$ cat src/rtl/audio_multi_pcm_out.sv
// audio_multi_pcm_out: frame FIFO feeding one PWM or first-order delta-sigma modulator per channel.
// All channels share a single period counter and change samples together on the wrap edge.
module audio_multi_pcm_out #(
    parameter int CHANNELS   = 2,
    parameter int WIDTH      = 8,
    parameter int FIFO_DEPTH = 16,
    parameter int MODE       = 0
) (
    input  logic                                 clk_audio,
    input  logic                                 aclr,
    input  logic                                 pcm_rdy,
    input  logic [CHANNELS*WIDTH-1:0]            pcm,
    input  logic                                 status_clr,
    output logic [CHANNELS-1:0]                  audio_out,
    output logic                                 fifo_full,
    output logic                                 fifo_empty,
    output logic [$clog2(FIFO_DEPTH+1)-1:0]      fifo_level,
    output logic                                 frame_strobe,
    output logic                                 overflow,
    output logic                                 underrun
);
    localparam int AW = $clog2(FIFO_DEPTH);
    localparam int LW = $clog2(FIFO_DEPTH + 1);
    // PWM period is 2^WIDTH-1 so a full-scale sample stays constantly high
    localparam logic [WIDTH-1:0] LAST = (MODE == 0) ? {{(WIDTH-1){1'b1}}, 1'b0} : {WIDTH{1'b1}};

    logic [CHANNELS*WIDTH-1:0] mem_q [FIFO_DEPTH];
    logic [AW-1:0] wr_q, rd_q;
    logic [LW-1:0] lvl_q, lvl_d;
    logic [WIDTH-1:0] cnt_q;
    logic strobe_q, ovf_q, ovf_d, unr_q, unr_d;
    logic wrap, push, pop;

    assign fifo_full    = lvl_q == LW'(FIFO_DEPTH);
    assign fifo_empty   = lvl_q == '0;
    assign fifo_level   = lvl_q;
    assign frame_strobe = strobe_q;
    assign overflow     = ovf_q;
    assign underrun     = unr_q;

    always_comb begin
        wrap  = cnt_q == LAST;
        push  = pcm_rdy && !fifo_full;
        pop   = wrap && !fifo_empty;
        lvl_d = lvl_q + LW'(push) - LW'(pop);
        ovf_d = (pcm_rdy && fifo_full) || (ovf_q && !status_clr);
        unr_d = (wrap && fifo_empty) || (unr_q && !status_clr);
    end

    always_ff @(posedge clk_audio)
        if (push) mem_q[wr_q] <= pcm;

    always_ff @(posedge clk_audio) begin
        if (aclr) begin
            wr_q     <= '0;
            rd_q     <= '0;
            lvl_q    <= '0;
            cnt_q    <= '0;
            strobe_q <= 1'b0;
            ovf_q    <= 1'b0;
            unr_q    <= 1'b0;
        end else begin
            wr_q     <= wr_q + AW'(push);
            rd_q     <= rd_q + AW'(pop);
            lvl_q    <= lvl_d;
            cnt_q    <= wrap ? '0 : cnt_q + 1'b1;
            strobe_q <= pop;
            ovf_q    <= ovf_d;
            unr_q    <= unr_d;
        end
    end

    for (genvar c = 0; c < CHANNELS; c++) begin : g_ch
        logic [WIDTH-1:0] smp_q;
        logic [WIDTH:0]   acc_q;
        logic             pwm_q;
        always_ff @(posedge clk_audio) begin
            if (aclr) begin
                smp_q <= '0;
                acc_q <= '0;
                pwm_q <= 1'b0;
            end else begin
                if (pop) smp_q <= mem_q[rd_q][(CHANNELS-1-c)*WIDTH +: WIDTH];
                acc_q <= {1'b0, acc_q[WIDTH-1:0]} + {1'b0, smp_q};
                pwm_q <= cnt_q < smp_q;
            end
        end
        assign audio_out[c] = (MODE == 0) ? pwm_q : acc_q[WIDTH];
    end
endmodule

$ cat config.mk
export PLATFORM = sky130hd
export DESIGN_NAME = audio_multi_pcm_out
export DESIGN_NICKNAME = d
export VERILOG_FILES = /design/src/rtl/audio_multi_pcm_out.sv
export SDC_FILE = /design/constraint.sdc
export NUM_CORES = 1
export LEC_CHECK = 0
export ABC_CLOCK_PERIOD_IN_PS = 2700
export CORE_MARGIN = 2
export CORE_UTILIZATION = 30
export DETAILED_ROUTE_END_ITERATION = 6
export PLACE_DENSITY_LB_ADDON = 0.12
export SLEW_MARGIN = 20
export SYNTH_ARGS = -nofsm -noshare
export SYNTH_HDL_FRONTEND = slang
export SYNTH_SLANG_ARGS = --single-unit
$ cat constraint.sdc
create_clock -name clk_audio -period 2.7 [get_ports clk_audio]
set_input_delay 0.27 -clock clk_audio [delete_from_list [all_inputs] [get_ports clk_audio]]
set_output_delay 0.27 -clock clk_audio [all_outputs]
set_load 0.01 [all_outputs]
==> flow_metrics.py, run 1 <==
# Generated from Yosys and OpenROAD reports
metrics = {
    "setup_path": {
        "crit_path_end_kind": "flop",
        "required_ns": 3.07,
        "crit_buf_inv": 4,
        "cp_max_fo": 2,
        "cp-start-kind": "flop",
        "max_stage_delay_ns": 0.48,
        "critical_path.top_delay_family": "adder cells",
        "crit_slowest_cell": "or4b_4",
        "cp_cell_sequence": "inv_2 -> ha_4 -> or4b_4 -> inv_4 -> nor2_4 -> ha_4 -> inv_2 -> ha_4 -> inv_2 -> fa_2 -> nor2b_4 -> o21bai_4 -> a21oi_2 -> nor3b_2",
        "critical_path_arrival_ns": 2.91,
        "critPathKind": "flop to flop",
    },
    "clock_network": {
        "h-tree-depth": 2,
        "cts_tree": "built",
        "clockBufferDepth": 3,
        "clockRootBuffer": "clkbuf_16",
        "clkTransAtPathRegs_ns": 0.06,
        "clkSinkCount": 298,
        "postCtsHoldBufs": 0,
        "clk-insertion-delay-late_ns": 0.51,
        "numCtsBuffers": 35,
    },
    "layout": {
        "fin_nets": 752,
        "lay_top_count": "edfxtp_1",
        "fin_area_um2": 14300,
        "syn_to_final_growth_pct": 21.2,
        "lay_top_cells": "edfxtp_1, mux4_2, buf_4",
        "final_util_pct": 37.0,
        "drive_gt1_share_pct": 30.0,
        "diodes": 0,
    },
    "synthesis": {
        "synthFlopType": "edfxtp_1",
        "synth_nets": 662,
        "edf_count": 256,
        "async_flop_share_pct": 0,
        "ys_ff": 298,
        "syn_inst": 615,
        "yosysChipArea_um2": 11800,
        "ys_types": 45,
        "synth_area_um2": 11800,
        "syn_avg_cell_area_um2": 19.2,
        "yosys_warnings": 0,
        "yosys_cells": 615,
        "synth_seq_share_pct": 72.1,
    },
    "placed_design": {
        "place_area_um2": 13200,
        "io_buffers": 31,
        "routabilityCongestion": 0.742,
        "place.detailed.hpwl_um": 16900,
    },
    "detailed_routing": {
        "viasPerCell": 4.71,
        "initialDrtViolationCount": 272,
        "drt-met1-wl_um": 12500,
        "top_layer": "met5",
        "wl_met2_um": 13600,
        "wl_met3_um": 983,
        "drt_first_pass_iters": 4,
        "ant_nets": 0,
        "drc_errors": 0,
        "avgRoutedWirePerCell_um": 22.2,
    },
    "die": {
        "fp.dieH_um": 203,
        "coreArea_um2": 38700,
        "die_area_um2": 41000,
        "rows": 72,
        "io_pins": 32,
        "fp_util_pct": 30.5,
        "die_width_um": 203,
    },
    "power": {
        "power_density_nw_per_um2": 738,
        "cellLeakagePower_nw": 4.55,
        "ir_worst_vdd_mv": 0.349,
        "p_total_mw": 10.6,
    },
    "sta": {
        "fin_crit_ns": 2.53,
        "slew_headroom_pct": 49.5,
        "finClkSkew_ns": 0.0193,
        "hold_viol": 0,
        "tightest_slew_ns": 0.758,
        "clock.fmax_ghz": 0.395,
        "setup_tns_ns": 0,
        "final-setup-viol-count": 0,
        "holdWs_ns": 0.439,
        "drv_slew": 0,
        "finalClockPeriodUsage_pct": 93.7,
        "rsz0062_at_grt": "no",
    },
    "global_routing": {
        "antenna_found_initial": 1,
        "first_global_vias": 6179,
        "grt_use_total_pct": 13.6,
        "grt_first_pass_wirelength_um": 40500,
        "grt-ovfl-total": 0,
        "grt_start_max_net_pins": 37,
    },
    "status": {
        "outcome": "finished, final reports clean",
    },
    "job": {
        "warnings": 28,
        "drv_cap": 0,
    },
    "min_path": {
        "hold_class": "primary input to flop",
    },
}
run 1: worst reg2reg max path, delay by kind of cell, from the launching register on:
kind	cells	cell delay [ns]
compound gates	2	0.24
fa+ha+maj	4	0.86
buf+inv	4	0.25
flops	1	0.32
simple gates	4	0.74
run 1: per-layer routing:
metal  vias up  global-route usage (%)
met5         -                       0
met4         2                    3.99
met3        47                    2.15
met2       102                    23.0
met1      3077                    18.2
li1       2651                       -
run 1: timing repair:
action	CTS	global route
setup buffers	1	2
gates cloned	0	0
resized	8	15
endpoints found under the hold margin	0	0
pin swaps	3	6
endpoints found under the setup margin	1	1
run 1: flip-flops by register name, indices dropped and copies added, names as in the netlist:
name / flops
rd_q: 4
overflow: 1
wr_q: 4
underrun: 1
g_ch.smp_q: 16
mem_q: 256
cnt_q: 8
fifo_level: 5
g_ch.pwm_q: 2
frame_strobe: 1
run 1: logic make-up (layout without fill, tap and decap cells):
family	Yosys count	after routing	share of synthesized area, %
muxes	96	96	15.2
AOI/OAI and AO/OA	51	51	2.98
DFF	298	298	72.1
and+or+nand+nor	76	76	3.34
adders and majority gates	27	27	2.92
buffers and inverters	55	169	2.56
xor gates and xnor gates	12	12	0.889
run 1: through the flow:
stage               setup slack [ns]  instances
global route                  0.0309       1247
floorplan                     0.0461        615
global placement              0.0822       1183
detailed placement           -0.0556       1183
CTS                           0.0166       1245
finish                         0.169       1247
run 1: synthesized netlist by cell type, drive strengths merged, types with 2 or more instances:
cell,instances,area [µm²]
nor2b,8,50.1
nand2b,8,52.6
nand3,10,50.1
a32oi,16,140
o21ai,16,80.1
nor3,5,25.0
buf,23,181
inv,24,90.1
nor2,31,116
nand2,3,11.3
mux2,16,180
ha,26,325
clkbuf,8,31.3
a21o,3,22.5
a31oi,3,25.0
dfxtp,42,841
edfxtp,256,7690
mux4,64,1460
a211oi,2,15.0
a211o,2,17.5
nand3b,2,15.0
a21oi,6,30.0
mux2i,16,160
xnor2,5,43.8
o31ai,2,15.0
and3,2,12.5
xor2,7,61.3
run 1: power by group:
part / switching, mW / leakage (nW) / internal [mW] / total [mW]
Combinational: 0.492 / 1.36 / 0.468 / 0.960
Clock: 1.76 / 0.537 / 2.65 / 4.40
Sequential: 0.0552 / 2.65 / 5.16 / 5.21
Total: 2.31 / 4.55 / 8.27 / 10.6
run 1: worst paths after layout:
path	start	end	slack, ns	cells past startpoint
min	pcm_rdy	overflow$_SDFF_PP0_	0.44	3
max	fifo_level[2]$_SDFF_PP0_	fifo_level[4]$_SDFF_PP0_	0.17	14
max reg2reg	fifo_level[2]$_SDFF_PP0_	fifo_level[4]$_SDFF_PP0_	0.17	14
min reg2reg	g_ch[0].smp_q[2]$_SDFFE_PP0P_	g_ch[0].smp_q[2]$_SDFFE_PP0P_	0.48	2
run 1: layout make-up:
type	instances	area, µm²
Timing Repair Buffer	84	833
Tap cell	518	648
Fill cell	3611	24400
Clock buffer	50	992
Inverter	24	92.6
Multi-Input combinational cell	262	3150
Sequential cell	298	8540
Clock inverter	11	82.6
Figure 1. The metal 1 layer (run 1).
The bar under the picture is 50 µm long. Supply wires on this layer in grey.
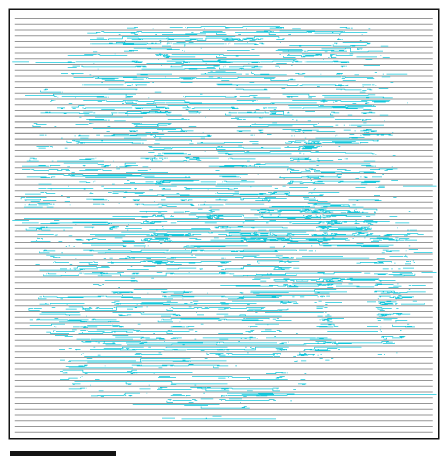
main direction: horizontal
nets with wire on the layer: 718
wire length on this layer: 12500 µm
share of all routed wire: 45%
longest straight run: 77.5 µm
met1 Track Usage GR: 18.2%
total wire length: 27700 µm
Vias: 5879

Figure 2. The metal 3 layer (run 1).
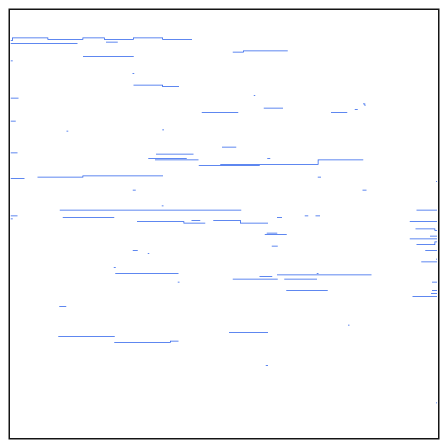
longest straight run: 85.6 µm
wire length on this layer: 983 µm
nets with wire on the layer: 44
share of all routed wire: 3.6%
main direction: horizontal
grt met3 use: 2.15%

Figure 3. Signal wires on met4 (run 1).
Supply wires on this layer in grey.
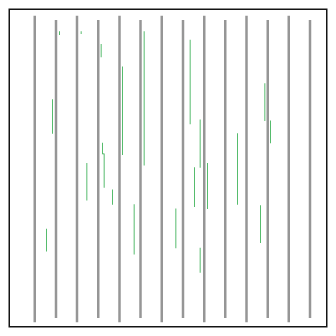
wire length on this layer: 571 µm
nets with wire on the layer: 8

Figure 4. Track usage over the die (run 1).
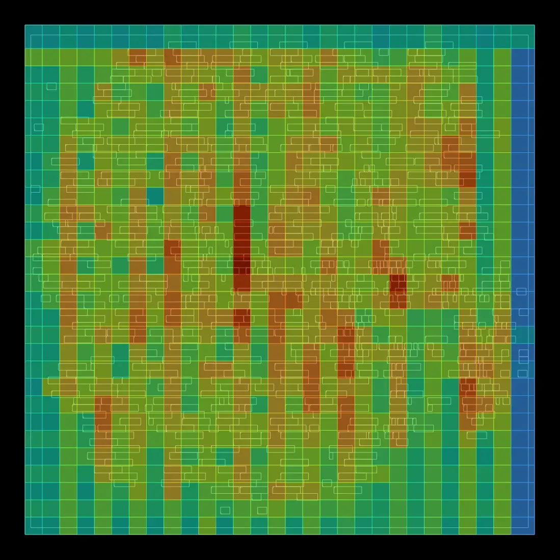

==> inputs of run 2 (changes only) <==
--- a/config.mk
+++ b/config.mk
@@ -9,7 +9,8 @@
 export CORE_MARGIN = 2
 export CORE_UTILIZATION = 30
 export DETAILED_ROUTE_END_ITERATION = 6
-export PLACE_DENSITY_LB_ADDON = 0.12
+export HOLD_SLACK_MARGIN = 0.1
+export PLACE_DENSITY = 0.57
 export SLEW_MARGIN = 20
 export SYNTH_ARGS = -nofsm -noshare
 export SYNTH_HDL_FRONTEND = slang
Figure 5. Track usage over the die (run 2).
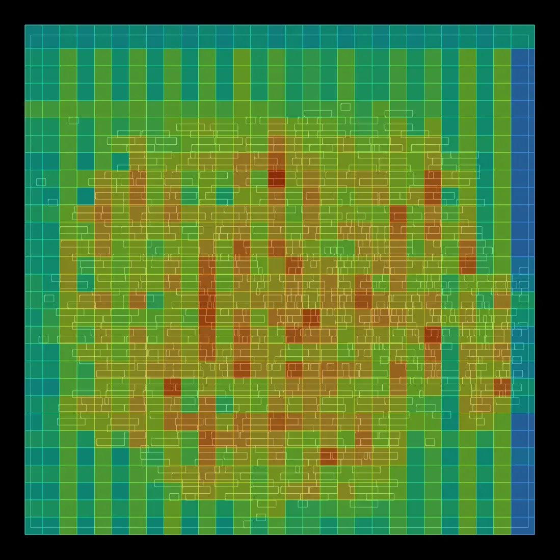
grt met3 use: 2.02%
Finished Core Util: 36.5%
routing usage on met2: 19.9%
Total GRT Usage: 12.4%
routed len/inst: 20.2 µm

==> run 2 against run 1 <==
Non-clock buffer count rose by 1. Die area did not move. Clock skew fell by 0.0046 ns. Fmax fell by 3.0%. Critical path depth did not move. Synthesized cell count did not move. Design area fell by 1.3%. Largest power group unchanged.
==> flow_metrics.py, run 2 <==
# Generated from Yosys and OpenROAD reports
metrics = {
    "status": {
        "outcome": "finished, final reports clean",
    },
    "synthesis": {
        "yosys_warnings": 0,
        "async_flop_share_pct": 0,
        "yosys_cells": 615,
        "syn_avg_cell_area_um2": 19.2,
        "yosysChipArea_um2": 11800,
        "yosysTopAreaCell": "edfxtp_1",
        "ys_types": 45,
        "syn_inst": 615,
        "synth_top_cell_by_count": "edfxtp_1",
        "synth_seq_share_pct": 72.1,
        "synth_nets": 662,
        "ys_ff": 298,
        "synthFlopType": "edfxtp_1",
        "ys_top_cells_by_count": "edfxtp_1, mux4_2, dfxtp_1",
        "synth.top_cell.area_share_pct": 65.0,
        "netlist_top_cells_area": "edfxtp_1, mux4_2, dfxtp_1",
        "synth_area_um2": 11800,
        "edf_count": 256,
    },
    "placed_design": {
        "place_area_um2": 13100,
        "place_ws_ns": 0.0127,
        "routabilityCongestion": 0.738,
        "place.detailed.hpwl_um": 15200,
        "dp.cells": 1183,
        "io_buffers": 31,
    },
    "die": {
        "rows": 72,
        "fp_util_pct": 30.5,
        "die_area_um2": 41000,
        "fp.dieH_um": 203,
        "die_width_um": 203,
        "coreArea_um2": 38700,
        "io_pins": 32,
    },
    "layout": {
        "drive_gt1_share_pct": 29.8,
        "fin_cells": 1245,
        "largestRegisters": "mem_q x256, g_ch.smp_q x16, cnt_q x8",
        "fillers": 3616,
        "lay_top_cells": "edfxtp_1, mux4_2, buf_4",
        "fin_nets": 749,
        "fin_area_um2": 14100,
        "largest_reg_flops": 256,
        "diodes": 0,
        "lay_top_count": "edfxtp_1",
        "largest-register": "mem_q",
        "syn_to_final_growth_pct": 19.6,
    },
    "clock_network": {
        "clkSinkCount": 298,
        "clockBufferDepth": 3,
        "clockRootBuffer": "clkbuf_16",
        "clk-insertion-delay-late_ns": 0.56,
        "numCtsBuffers": 31,
        "h-tree-depth": 1,
        "cts_tree": "built",
        "clkTransAtPathRegs_ns": 0.06,
    },
    "sta": {
        "hold_viol": 0,
        "drv_slew": 0,
        "slew_headroom_pct": 59.8,
        "clock.fmax_ghz": 0.383,
        "finalClockPeriodUsage_pct": 96.6,
        "finClkSkew_ns": 0.0146,
        "fin_ws_ns": 0.0918,
        "tightest_slew_ns": 0.602,
        "fin_crit_ns": 2.61,
        "final-setup-viol-count": 0,
        "setup_tns_ns": 0,
    },
    "setup_path": {
        "cp-start-kind": "flop",
        "crit_slowest_cell": "or4b_4",
        "required_ns": 3.13,
        "critical_path_arrival_ns": 3.04,
        "max_stage_delay_ns": 0.48,
        "cp_max_fo": 2,
        "crit_path_end_kind": "flop",
        "critPathKind": "flop to flop",
        "crit_buf_inv": 4,
        "critical_path.top_delay_family": "adder cells",
        "cp_cell_sequence": "inv_2 -> ha_4 -> or4b_4 -> inv_4 -> nor2_4 -> ha_4 -> inv_1 -> ha_2 -> inv_2 -> fa_2 -> nor2b_4 -> o21bai_4 -> a21oi_2 -> nor3b_2",
    },
    "detailed_routing": {
        "drt_first_pass_iters": 4,
        "drc_errors": 0,
        "initialDrtViolationCount": 381,
        "ant_nets": 0,
        "viasPerCell": 4.67,
    },
    "global_routing": {
        "busiest_layer": "met2",
        "antenna_found_initial": 0,
        "grt_start_max_net_pins": 66,
        "first_global_vias": 5904,
        "grt-ovfl-total": 0,
        "met1_usage_pct": 17.7,
        "grt_first_pass_wirelength_um": 37900,
    },
    "power": {
        "p_total_mw": 10.1,
        "power_density_nw_per_um2": 714,
        "cellLeakagePower_nw": 4.48,
        "ir_worst_vdd_mv": 0.428,
    },
    "min_path": {
        "hold_class": "primary input to flop",
    },
    "job": {
        "warnings": 28,
        "drv_cap": 0,
    },
}
Figure 6. Signal wires on met4 (run 2).
Supply wires on this layer in grey.
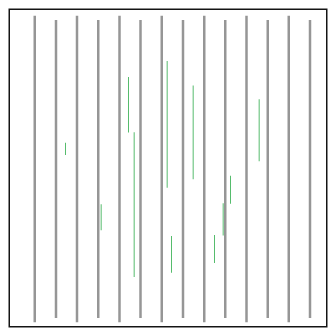
longest straight run: 92.5 µm
share of all routed wire: 1.6%
wire length on this layer: 411 µm
total wire length: 25200 µm
Vias: 5819

-- run 2: cells by family (layout without fill, tap and decap cells) --
| group | after synthesis | count (layout) | synth area share, % |
|---|---|---|---|
| xor+xnor | 12 | 12 | 0.889 |
| simple gates | 76 | 76 | 3.34 |
| compound gates | 51 | 51 | 2.98 |
| mux | 96 | 96 | 15.2 |
| flops | 298 | 298 | 72.1 |
| fa+ha+maj | 27 | 27 | 2.92 |
| buf+inv | 55 | 167 | 2.56 |
-- run 2: final cells by class --
class	instances	area (µm²)	share of cell area, %
flip-flops and latches	298	8540	60.3
multi-input cells	262	3130	22.2
clock buffers	42	867	6.13
repair buffers	85	778	5.50
well taps	518	648	4.58
clock inverters	16	92.6	0.654
inverters	24	92.6	0.654
-- run 2: path summary, 6_finish.rpt --
path | cells past startpoint | from | endpoint | slack (ns)
worst max-delay path | 14 | fifo_level[3]$_SDFF_PP0_ | fifo_level[4]$_SDFF_PP0_ | 0.09
worst min-delay path | 3 | pcm_rdy | overflow$_SDFF_PP0_ | 0.39
worst max register to register | 14 | fifo_level[3]$_SDFF_PP0_ | fifo_level[4]$_SDFF_PP0_ | 0.09
worst min register to register | 2 | g_ch[1].smp_q[2]$_SDFFE_PP0P_ | g_ch[1].smp_q[2]$_SDFFE_PP0P_ | 0.48
-- run 2: power by group --
part / switching [mW] / total [mW] / internal (mW) / leakage, nW
clock network: 1.72 / 3.97 / 2.25 / 0.475
registers: 0.0539 / 5.21 / 5.16 / 2.65
logic: 0.465 / 0.922 / 0.457 / 1.35
-- run 2: what timing repair did --
item / 4_1_cts / 5_1_grt
resized: 1 / 20
gates cloned: 0 / 0
setup buffers: 1 / 3
endpoints found under the setup margin: 1 / 1
hold endpoints to repair: 0 / 0
hold buffers: 0 / 0
pin swaps: 1 / 6
-- run 2: tightest hold or removal path, delay by kind of cell --
| family | cells | cell delay, ns |
|---|---|---|
| buffers and inverters | 1 | 0.43 |
| AND-OR/OR-AND | 1 | 0.14 |
| AND/OR/NAND/NOR | 1 | 0.05 |
-- run 2: per-layer routing --
layer | part of all wire (%) | routed length, µm | vias to the layer above
met5 | 0 | 0 | -
met4 | 1.6 | 410 | 0
met3 | 3.7 | 928 | 29
met2 | 47 | 11800 | 104
met1 | 48 | 12100 | 3038
li1 | - | - | 2648
-- run 2: through the flow --
| stage | util, % | hold slack (ns) |
|---|---|---|
| 5_1_grt | 36.5 | 0.406 |
| 2_1_floorplan | - | 0.369 |
| 3_3_place_gp | 33.8 | 0.459 |
| 6_report | 36.5 | 0.395 |
| 4_1_cts | 36.3 | 0.376 |
| 3_5_place_dp | 33.8 | 0.465 |
Figure 7. The metal 1 layer (run 2).
The bar under the picture is 50 µm long. Supply wires on this layer in grey.
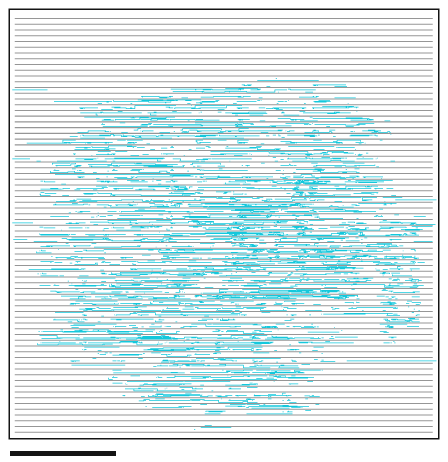

==> inputs of run 3 (changes only) <==
--- a/config.mk
+++ b/config.mk
@@ -7,10 +7,10 @@
 export LEC_CHECK = 0
 export ABC_CLOCK_PERIOD_IN_PS = 2700
 export CORE_MARGIN = 2
-export CORE_UTILIZATION = 30
+export CORE_UTILIZATION = 40
 export DETAILED_ROUTE_END_ITERATION = 6
 export HOLD_SLACK_MARGIN = 0.1
-export PLACE_DENSITY = 0.57
+export PLACE_DENSITY = 0.69
 export SLEW_MARGIN = 20
 export SYNTH_ARGS = -nofsm -noshare
 export SYNTH_HDL_FRONTEND = slang
Figure 8. The metal 1 layer (run 3).
The bar under the picture is 50 µm long. Supply wires on this layer in grey.
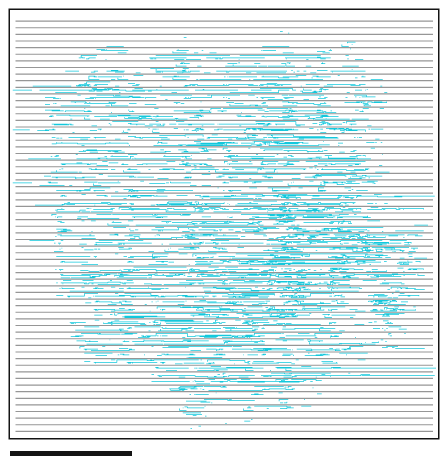
share of all routed wire: 41%
longest straight run: 42.3 µm
nets with wire on the layer: 704
wire length on this layer: 9940 µm
met1 Track Usage GR: 20.6%
total wire length: 24000 µm

==> run 3 against run 2 <==
Design area down 1.3%. Clock-buffer cell count down 1. Fmax down 1.1%. Synthesized cell count unchanged. Critical path type unchanged. Largest power group unchanged.
==> flow_metrics.py, run 3 <==
# Generated from Yosys and OpenROAD reports
metrics = {
    "status": {
        "outcome": "finished, final reports clean",
    },
    "sta": {
        "finClkSkew_ns": 0.0106,
        "finalClockPeriodUsage_pct": 97.7,
        "drv_slew": 0,
        "fin_crit_ns": 2.64,
        "setup_tns_ns": 0,
        "tightest_slew_ns": 0.699,
        "holdWs_ns": 0.401,
        "final-setup-viol-count": 0,
        "clock.fmax_ghz": 0.379,
        "slew_headroom_pct": 53.4,
        "hold_viol": 0,
    },
    "placed_design": {
        "io_buffers": 31,
        "routabilityCongestion": 0.771,
        "place.detailed.hpwl_um": 14500,
    },
    "setup_path": {
        "critical_path_arrival_ns": 3.06,
        "reg2regPathDepth": 14,
        "critPathKind": "flop to flop",
        "crit_path_end_kind": "flop",
        "cp_max_fo": 2,
        "cp-start-kind": "flop",
        "required_ns": 3.12,
    },
    "min_path": {
        "min_path_cells": 3,
        "hold_class": "primary input to flop",
    },
    "detailed_routing": {
        "ant_nets": 0,
        "avgRoutedWirePerCell_um": 21.8,
        "drt_first_pass_iters": 5,
        "viasPerCell": 5.40,
        "drc_errors": 0,
        "initialDrtViolationCount": 504,
    },
    "layout": {
        "final_util_pct": 48.3,
        "diodes": 0,
        "largestRegisters": "mem_q x256, g_ch.smp_q x16, cnt_q x8",
        "drive_gt1_share_pct": 26.7,
        "lay_top_count": "edfxtp_1",
        "largest-register": "mem_q",
        "syn_to_final_growth_pct": 18.1,
        "fin_nets": 741,
        "largest_reg_flops": 256,
        "fillers": 2339,
        "lay_top_cells": "edfxtp_1, mux4_2, buf_4",
    },
    "synthesis": {
        "synth.top_cell.area_share_pct": 65.0,
        "netlist_top_cells_area": "edfxtp_1, mux4_2, dfxtp_1",
        "ys_types": 45,
        "ys_top_cells_by_count": "edfxtp_1, mux4_2, dfxtp_1",
        "async_flop_share_pct": 0,
        "ys_ff": 298,
        "synth_area_um2": 11800,
        "yosysTopAreaCell": "edfxtp_1",
        "synth_nets": 662,
        "synthFlopType": "edfxtp_1",
        "syn_avg_cell_area_um2": 19.2,
        "synth_seq_share_pct": 72.1,
        "yosysChipArea_um2": 11800,
        "synth_top_cell_by_count": "edfxtp_1",
        "yosys_cells": 615,
        "yosys_warnings": 0,
        "syn_inst": 615,
        "edf_count": 256,
    },
    "job": {
        "warnings": 28,
        "drv_cap": 0,
    },
    "die": {
        "die_area_um2": 31000,
        "io_pins": 32,
        "die_width_um": 176,
        "fp_util_pct": 40.9,
        "rows": 62,
        "coreArea_um2": 28900,
        "fp.dieH_um": 176,
    },
    "clock_network": {
        "cts_tree": "built",
        "clockRootBuffer": "clkbuf_16",
        "clk-insertion-delay-late_ns": 0.54,
        "numCtsBuffers": 31,
        "h-tree-depth": 1,
        "postCtsHoldBufs": 0,
        "clockBufferDepth": 3,
        "clkSinkCount": 298,
        "clkTransAtPathRegs_ns": 0.06,
    },
    "global_routing": {
        "grt_use_total_pct": 15.8,
        "antenna_found_initial": 0,
        "grt_start_max_net_pins": 66,
        "first_global_vias": 6253,
        "grt-ovfl-total": 0,
        "grt_first_pass_wirelength_um": 36800,
    },
    "power": {
        "ir_worst_vdd_mv": 0.421,
        "power_density_nw_per_um2": 752,
        "cellLeakagePower_nw": 4.48,
    },
}
Figure 9. Signal wires on met4 (run 3).
Supply wires on this layer in grey.
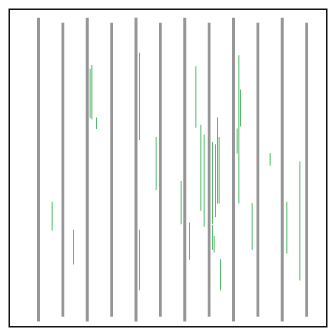
wire length on this layer: 838 µm
share of all routed wire: 3.5%
longest straight run: 82.3 µm
Vias: 5951

-- run 3: cell counts after synthesis --
No cell type changed its count.
-- run 3: per-layer routing --
metal	part of all wire, %	GRT usage (%)	wire length [µm]
met5	0	0	0
met4	3.5	5.85	838
met3	6.2	3.04	1490
met2	49	26.4	11800
met1	41	20.6	9940
-- run 3: area by class of cell --
class	count	area [µm²]	area share, %
Multi-Input combinational cell	262	3100	22.2
Inverter	24	92.6	0.663
Sequential cell	298	8540	61.1
Clock inverter	16	234	1.68
Tap cell	384	480	3.44
Timing Repair Buffer	77	706	5.05
Clock buffer	41	813	5.82
-- run 3: power by group --
group	internal (mW)	switching, mW	total (mW)
sequential	5.16	0.0622	5.22
combinational	0.468	0.476	0.944
clock	2.68	1.65	4.33
-- run 3: timing repair --
item,4_1_cts,5_1_grt
endpoints found under the hold margin,0,0
pin swaps,1,7
setup buffers,1,5
resized,4,21
endpoints found under the setup margin,1,1
-- run 3: per-stage QoR --
step	cell area [µm²]	setup slack, ns	power [mW]	cells
after CTS	13800	0.00785	10.4	1097
after detailed placement	12800	-0.177	6.07	1039
final	14000	0.0617	10.5	1102
after global placement	12800	0.0767	6.01	1039
after floorplan	11800	0.0461	5.70	615
after global routing	14000	-0.00802	10.9	1102
-- run 3: logic make-up after synthesis --
kind of cell    after synthesis  share of synthesized area (%)
mux                          96                           15.2
simple gates                 76                           3.34
compound gates               51                           2.98
buf+inv                      55                           2.56
flops                       298                           72.1
fa+ha+maj                    27                           2.92
xor+xnor                     12                          0.889
-- run 3: worst paths after layout --
path / start / endpoint / slack, ns
worst max-delay path: fifo_level[3]$_SDFF_PP0_ / fifo_level[4]$_SDFF_PP0_ / 0.06
worst min-delay path: pcm_rdy / overflow$_SDFF_PP0_ / 0.40
worst max register to register: fifo_level[3]$_SDFF_PP0_ / fifo_level[4]$_SDFF_PP0_ / 0.06
worst min register to register: cnt_q[0]$_SDFF_PP0_ / cnt_q[0]$_SDFF_PP0_ / 0.48
-- run 3: critical path, stage by stage (launching register included) --
cell	delay, ns
dfxtp_2	0.32
inv_2	0.07
ha_4	0.13
or4b_4	0.49
inv_4	0.09
nor2_4	0.05
ha_4	0.21
inv_2	0.07
ha_4	0.14
inv_2	0.04
fa_2	0.41
nor2b_4	0.16
o21bai_4	0.09
a21oi_2	0.18
nor3b_4	0.07
Power is estimated from default activity; no workload was simulated.
